==> config.mk <==
export PLATFORM = sky130hd
export DESIGN_NAME = speicher_arbiter
export DESIGN_NICKNAME = d
export VERILOG_FILES = /design/src/rtl/speicher_arbiter.sv
export SDC_FILE = /design/constraint.sdc
export NUM_CORES = 1
export LEC_CHECK = 0
export ABC_AREA = 1
export CORE_ASPECT_RATIO = 0.9
export CORE_MARGIN = 10
export CORE_UTILIZATION = 41
export DETAILED_ROUTE_END_ITERATION = 7
export MAX_ROUTING_LAYER = met4
export PLACE_DENSITY = 0.83
export SYNTH_ARGS = -nofsm -noshare
export SYNTH_HDL_FRONTEND = slang
export SYNTH_SLANG_ARGS = --single-unit
==> constraint.sdc <==
create_clock -name Clock -period 1.9 [get_ports Clock]
set_input_delay 0.19 -clock Clock [delete_from_list [all_inputs] [get_ports Clock]]
set_output_delay 0.19 -clock Clock [all_outputs]
set_load 0.02 [all_outputs]
==> src/rtl/speicher_arbiter.sv <==
// Shares one single-port RAM between instruction fetch and data port, and
// decodes the I/O window (data address bit 31) so I/O never reaches the RAM.
module speicher_arbiter #(
  parameter int unsigned ADRESSBREITE = 8,
  parameter int unsigned TIMEOUT      = 16
) (
  input  logic                    Clock,
  input  logic                    Reset,
  input  logic                    LeseInstruktion,
  input  logic [31:0]             InstruktionAdresse,
  output logic [31:0]             Instruktion,
  output logic                    InstruktionGeladen,
  input  logic                    LeseDaten,
  input  logic                    SchreibeDaten,
  input  logic [31:0]             DatenAdresse,
  input  logic [31:0]             DatenRaus,
  output logic [31:0]             DatenRein,
  output logic                    DatenGeladen,
  output logic                    DatenGespeichert,
  output logic                    Fehler,
  output logic                    RAMLesenAn,
  output logic                    RAMSchreibenAn,
  output logic [ADRESSBREITE-1:0] RAMAdresse,
  output logic [31:0]             RAMDatenRein,
  input  logic [31:0]             RAMDatenRaus,
  input  logic                    RAMDatenBereit,
  input  logic                    RAMDatenGeschrieben,
  output logic [7:0]              IOAusgabe,
  input  logic [7:0]              IOEingang
);

  localparam int unsigned ZAEHLERBREITE = (TIMEOUT > 0) ? $clog2(TIMEOUT + 1) : 1;

  typedef enum logic [2:0] {RUHE, INSTR, DLESEN, DSCHREIBEN, FERTIG} zustandTyp;

  zustandTyp                zustand, zustandNext;
  logic                     letzterDaten, letzterDatenNext;
  logic                     bedienteDaten, bedienteDatenNext;
  logic [ZAEHLERBREITE-1:0] zaehler, zaehlerNext;
  logic [31:0]              instruktionNext, datenReinNext, ramDatenReinNext;
  logic [7:0]               ioAusgabeNext;
  logic [ADRESSBREITE-1:0]  ramAdresseNext;
  logic                     ramLesenNext, ramSchreibenNext;
  logic                     instruktionGeladenNext, datenGeladenNext;
  logic                     datenGespeichertNext, fehlerNext;
  logic                     waehleDaten, timeoutErreicht;
  logic                     unusedBits;

  // Data wins if it is the only request or if instruction was served last.
  assign waehleDaten     = (LeseDaten || SchreibeDaten) && (!LeseInstruktion || !letzterDaten);
  assign timeoutErreicht = (TIMEOUT != 0) && (zaehler == ZAEHLERBREITE'(1));
  assign unusedBits      = ^{InstruktionAdresse[31:ADRESSBREITE], DatenAdresse[30:ADRESSBREITE]};

  always_ff @(posedge Clock or negedge Reset) begin
    if (!Reset) begin
      zustand            <= RUHE;
      letzterDaten       <= 1'b1;
      bedienteDaten      <= 1'b0;
      zaehler            <= '0;
      Instruktion        <= '0;
      InstruktionGeladen <= 1'b0;
      DatenRein          <= '0;
      DatenGeladen       <= 1'b0;
      DatenGespeichert   <= 1'b0;
      Fehler             <= 1'b0;
      RAMLesenAn         <= 1'b0;
      RAMSchreibenAn     <= 1'b0;
      RAMAdresse         <= '0;
      RAMDatenRein       <= '0;
      IOAusgabe          <= '0;
    end else begin
      zustand            <= zustandNext;
      letzterDaten       <= letzterDatenNext;
      bedienteDaten      <= bedienteDatenNext;
      zaehler            <= zaehlerNext;
      Instruktion        <= instruktionNext;
      InstruktionGeladen <= instruktionGeladenNext;
      DatenRein          <= datenReinNext;
      DatenGeladen       <= datenGeladenNext;
      DatenGespeichert   <= datenGespeichertNext;
      Fehler             <= fehlerNext;
      RAMLesenAn         <= ramLesenNext;
      RAMSchreibenAn     <= ramSchreibenNext;
      RAMAdresse         <= ramAdresseNext;
      RAMDatenRein       <= ramDatenReinNext;
      IOAusgabe          <= ioAusgabeNext;
    end
  end

  always_comb begin
    zustandNext            = zustand;
    letzterDatenNext       = letzterDaten;
    bedienteDatenNext      = bedienteDaten;
    zaehlerNext            = zaehler;
    instruktionNext        = Instruktion;
    datenReinNext          = DatenRein;
    ioAusgabeNext          = IOAusgabe;
    ramAdresseNext         = RAMAdresse;
    ramDatenReinNext       = RAMDatenRein;
    ramLesenNext           = RAMLesenAn;
    ramSchreibenNext       = RAMSchreibenAn;
    instruktionGeladenNext = 1'b0;
    datenGeladenNext       = 1'b0;
    datenGespeichertNext   = 1'b0;
    fehlerNext             = 1'b0;

    case (zustand)
      RUHE: begin
        if (waehleDaten) begin
          bedienteDatenNext = 1'b1;
          if (DatenAdresse[31]) begin
            // I/O window: completes without touching the RAM.
            zustandNext = FERTIG;
            if (SchreibeDaten) begin
              ioAusgabeNext        = DatenRaus[7:0];
              datenGespeichertNext = 1'b1;
            end else begin
              datenReinNext    = {24'b0, IOEingang};
              datenGeladenNext = 1'b1;
            end
          end else begin
            ramAdresseNext = DatenAdresse[ADRESSBREITE-1:0];
            zaehlerNext    = ZAEHLERBREITE'(TIMEOUT);
            if (SchreibeDaten) begin
              ramDatenReinNext = DatenRaus;
              ramSchreibenNext = 1'b1;
              zustandNext      = DSCHREIBEN;
            end else begin
              ramLesenNext = 1'b1;
              zustandNext  = DLESEN;
            end
          end
        end else if (LeseInstruktion) begin
          bedienteDatenNext = 1'b0;
          ramAdresseNext    = InstruktionAdresse[ADRESSBREITE-1:0];
          zaehlerNext       = ZAEHLERBREITE'(TIMEOUT);
          ramLesenNext      = 1'b1;
          zustandNext       = INSTR;
        end
      end

      INSTR, DLESEN: begin
        if (RAMDatenBereit || timeoutErreicht) begin
          ramLesenNext = 1'b0;
          zustandNext  = FERTIG;
          fehlerNext   = !RAMDatenBereit;
          if (zustand == INSTR) begin
            instruktionNext        = RAMDatenBereit ? RAMDatenRaus : 32'b0;
            instruktionGeladenNext = 1'b1;
          end else begin
            datenReinNext    = RAMDatenBereit ? RAMDatenRaus : 32'b0;
            datenGeladenNext = 1'b1;
          end
        end else begin
          zaehlerNext = zaehler - ZAEHLERBREITE'(1);
        end
      end

      DSCHREIBEN: begin
        if (RAMDatenGeschrieben || timeoutErreicht) begin
          ramSchreibenNext     = 1'b0;
          zustandNext          = FERTIG;
          fehlerNext           = !RAMDatenGeschrieben;
          datenGespeichertNext = 1'b1;
        end else begin
          zaehlerNext = zaehler - ZAEHLERBREITE'(1);
        end
      end

      FERTIG: begin
        // Stale request of the served port is never seen in RUHE.
        letzterDatenNext = bedienteDaten;
        zustandNext      = RUHE;
      end

      default: zustandNext = RUHE;
    endcase
  end

endmodule

==> results_dict.tcl, run 1 <==
# metrics dict for downstream scripts
set metrics [dict create \
    grt_max_degree 66 \
    cts_buffers 17 \
    max_stage_delay_ps 380 \
    required_ps 2250 \
    antenna_cells 0 \
    place_area_mm2 0.00790 \
    final_layout_top_logic_cells "223 x nand2_1, 212 x clkdlybuf4s50_1, 127 x dfrtp_1, 67 x o21ai_0, 64 x nand3_1" \
    r2r_end "DatenRein[27]" \
    synth.area.top_cells "dfrtp_1 57%, nand2_1 15%, o21ai_0 6.1%" \
    max_cap_violations 0 \
    boundaryPins 261 \
    ys_cells 645 \
    top_regs "DatenRein x32, Instruktion x32, RAMDatenRein x32" \
    critPathKind "flip-flop to flip-flop" \
    vdd_drop_max_mv 1.11 \
    fin_crit_ps 1730 \
    buffers_excl_clock 231 \
    finalClockPeriodUsage 0.912 \
    cts_tree "built" \
    rows 40 \
    power_density_mw_per_mm2 1670 \
    crit_fanout 32 \
    dp_hpwl_um 12300 \
    portBuffers 213 \
    p_int_w 0.00863 \
    htree_num_levels 4 \
    mux_area_frac 0 \
    inverters_excl_clock 37 \
    avgSynthCellArea_um2 8.58 \
    final_common_cell "nand2_1" \
    place_ws_ps 96.5 \
    ff_type "dfrtp_1" \
    clockNetworkAreaShare 0.0659 \
    seq_share 0.378 \
    r2r_setup_slack_ps 170 \
    path_buffers 3 \
    outcome "completed" \
    track_usage 0.190 \
    register_area_mm2 0.00320 \
    drv_slew 0 \
    clk_pin_slew_ps 60 \
    cts_hold_buf 1 \
    synthAoiAreaFrac 0.0755 \
    drc 0 \
]
run 1: worst max-delay path by stage:
stage                          from       endpoint  cells after the start
global route             zaehler[1]  DatenRein[30]                     10
global placement      SchreibeDaten  DatenRein[29]                      8
finish                   zaehler[1]  DatenRein[27]                     10
floorplan              letzterDaten     zaehler[0]                      8
detailed placement  LeseInstruktion  DatenRein[17]                      9
CTS                      zaehler[1]  DatenRein[23]                     10
run 1: per-layer routing:
metal | share of wire | track usage | wire length, um | up-vias
met5 | 0 | - | 0 | -
met4 | 0.017 | 0.0636 | 293 | 0
met3 | 0.092 | 0.0817 | 1580 | 21
met2 | 0.50 | 0.301 | 8550 | 156
met1 | 0.39 | 0.214 | 6700 | 2342
li1 | - | - | - | 2499
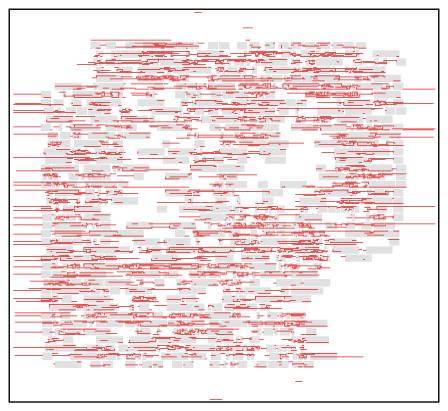
**Above:** run 1 (M1 wires).
nets with wire on the layer	842
share of all routed wire	39%
longest straight run	38.2 um
wire length on this layer	6700 um

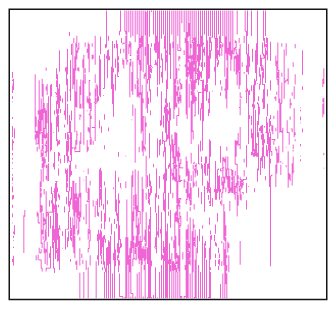
**Above:** run 1 (signal wires on met2).
longest straight run	68.2 um
wire length on this layer	8550 um

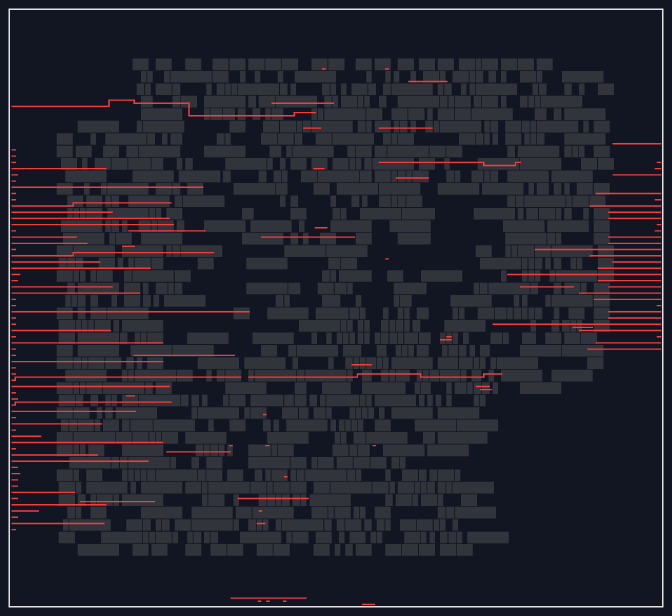
**Above:** run 1 (signal wires on met3).
longest straight run	51.8 um
nets with wire on the layer	116
wire length on this layer	1580 um
share of all routed wire	9.2%
main direction	horizontal

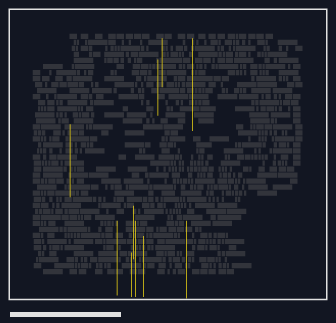
**Above:** run 1 (metal 4).
Scale bar: 50 um.
longest straight run	41.5 um
nets with wire on the layer	10
main direction	vertical
wire length on this layer	294 um

**Run 1: routing congestion**

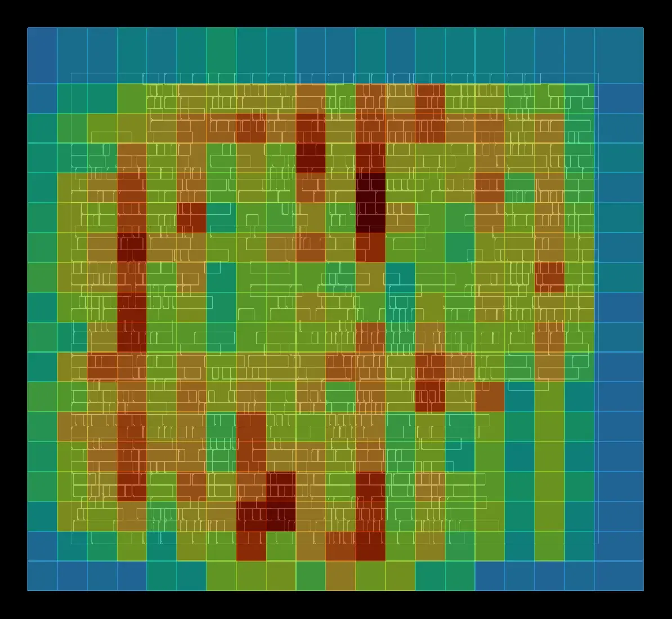

==> inputs of run 2 (changes only) <==
CORE_MARGIN = not set   (was 10)
CTS_CLUSTER_DIAMETER = 30   (was not set)
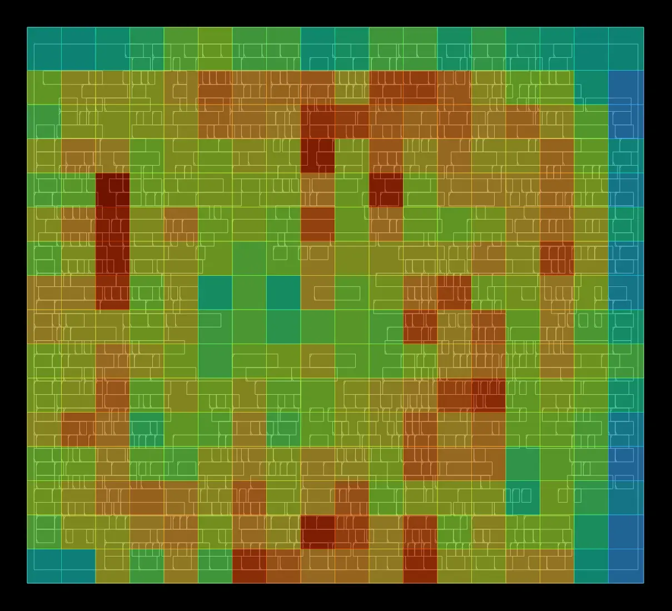
**Above:** run 2 (routing congestion).
met3 usage: 0.0686
met2 Resource Use GR: 0.373
global-route total usage across every layer: 0.237

==> results_dict.tcl, run 2 <==
# metrics dict for downstream scripts
set metrics [dict create \
    outcome "completed" \
    max_stage_delay_ps 400 \
    boundaryPins 261 \
    drc 0 \
    rows 39 \
    r2r_end "Instruktion[15]" \
    dp_hpwl_um 10400 \
    synth_area_mm2 0.00553 \
    ys_cells 645 \
    p_switching_w 0.00540 \
    synth-simple-area-share 0.284 \
    fin_crit_ps 1760 \
    avgSynthCellArea_um2 8.58 \
    r2r_setup_slack_ps 140 \
    total_power_w 0.0141 \
    cts_buffers 17 \
    ff_type "dfrtp_1" \
    cts_hold_buf 1 \
    required_ps 2220 \
    synthAoiAreaFrac 0.0755 \
    grt-ovfl-total 0 \
    floorplan.nets 790 \
    synth.area.top_cells "dfrtp_1 57%, nand2_1 15%, o21ai_0 6.1%" \
    cts_tree "built" \
    endpoint "Instruktion[15]" \
    cp.depth 9 \
    vdd_drop_max_mv 1.00 \
    crit_fanout 41 \
    place_area_mm2 0.00790 \
    cp-startpoint "zaehler[1]" \
    top_regs "DatenRein x32, Instruktion x32, RAMDatenRein x32" \
    drv_slew 0 \
    path_buffers 3 \
    portBuffers 213 \
    clk_pin_slew_ps 60 \
    max_cap_violations 0 \
    place_ws_ps 107 \
    antenna_cells 0 \
    final_common_cell "nand2_1" \
    finalClockPeriodUsage 0.925 \
    cts_root_buf "clkbuf_16" \
    critPathKind "flip-flop to flip-flop" \
    p_int_w 0.00868 \
    grt_max_degree 60 \
    mux_area_frac 0 \
    power_density_mw_per_mm2 1660 \
]
run 2: cell counts after synthesis:
No cell type changed its count.
run 2: layout make-up:
| cell class | instances | area, um2 | area share |
|---|---|---|---|
| Sequential cell | 128 | 3200 | 0.378 |
| Timing Repair Buffer | 231 | 2330 | 0.275 |
| Multi-Input combinational cell | 443 | 2040 | 0.240 |
| Clock buffer | 23 | 488 | 0.0575 |
| Tap cell | 164 | 205 | 0.0242 |
| Inverter | 37 | 139 | 0.0164 |
| Clock inverter | 9 | 82.6 | 0.00973 |
run 2: routing by layer:
metal | global-route usage | part of all wire | vias to the layer above
met5 | - | 0 | -
met1 | 0.293 | 0.44 | 2372
met2 | 0.373 | 0.49 | 182
met3 | 0.0686 | 0.058 | 19
li1 | - | - | 2495
met4 | 0.0771 | 0.018 | 0
**Run 2: signal wires on met2**

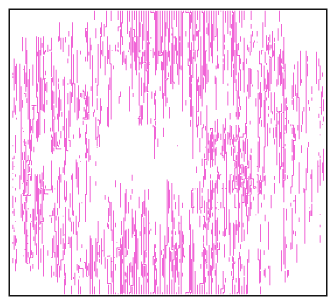

==> inputs of run 3 (changes only) <==
CELL_PAD_IN_SITES_DETAIL_PLACEMENT = 0   (was not set)
CELL_PAD_IN_SITES_GLOBAL_PLACEMENT = 1   (was not set)
CORE_UTILIZATION = 29   (was 41)
SLEW_MARGIN = 20   (was not set)
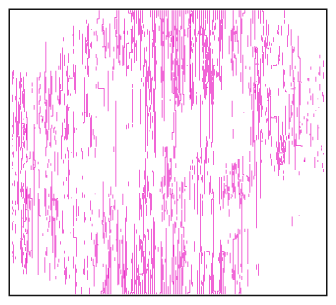
**Above:** run 3 (signal wires on met2).
nets with wire on the layer	756
longest straight run	59.8 um
wire length on this layer	7410 um

==> results_dict.tcl, run 3 <==
# metrics dict for downstream scripts
set metrics [dict create \
    path_buffers 3 \
    htree_num_levels 4 \
    cp.depth 10 \
    ff_type "dfrtp_1" \
    grt_max_degree 74 \
    final_common_cell "nand2_1" \
    total_power_w 0.0146 \
    crit_fanout 25 \
    vdd_drop_max_mv 1.01 \
    grt-ovfl-total 0 \
    fin_crit_ps 1690 \
    cts_tree "built" \
    synth_area_mm2 0.00553 \
    p_int_w 0.00911 \
    endpoint "DatenRein[13]" \
    synth.area.top_cells "dfrtp_1 57%, nand2_1 15%, o21ai_0 6.1%" \
    clk_pin_slew_ps 60 \
    p_switching_w 0.00546 \
    r2r_end "DatenRein[13]" \
    top_regs "DatenRein x32, Instruktion x32, RAMDatenRein x32" \
    outcome "completed" \
    portBuffers 213 \
    place_ws_ps 74.0 \
    ys_cells 645 \
    critPathKind "flip-flop to flip-flop" \
    max_cap_violations 0 \
    r2r_setup_slack_ps 210 \
]
-- run 3: cell types whose count changed in the layout (fill, tap and decap cells not counted), sizes merged --
cell      before  now
buf           18   21
bufinv         1    5
clkbuf        23   19
clkinv         6    7
clkinvlp       2    0
diode          0    1
inv           37   38
-- run 3: cell type report --
class	instances	area, um2	area share
diodes	1	2.50	0.000287
clock buffers	19	443	0.0509
clock inverters	13	209	0.0240
inverters	37	139	0.0159
multi-input cells	443	2040	0.234
flip-flops and latches	128	3200	0.368
well taps	245	307	0.0352
repair buffers	234	2370	0.272
-- run 3: cells by family after synthesis --
logic type / after synthesis / share of synthesized area
simple gates: 358 / 0.284
flops: 128 / 0.579
compound gates: 82 / 0.0755
buf+inv: 74 / 0.0552
fa+ha+maj: 2 / 0.00452
xor+xnor: 1 / 0.00158
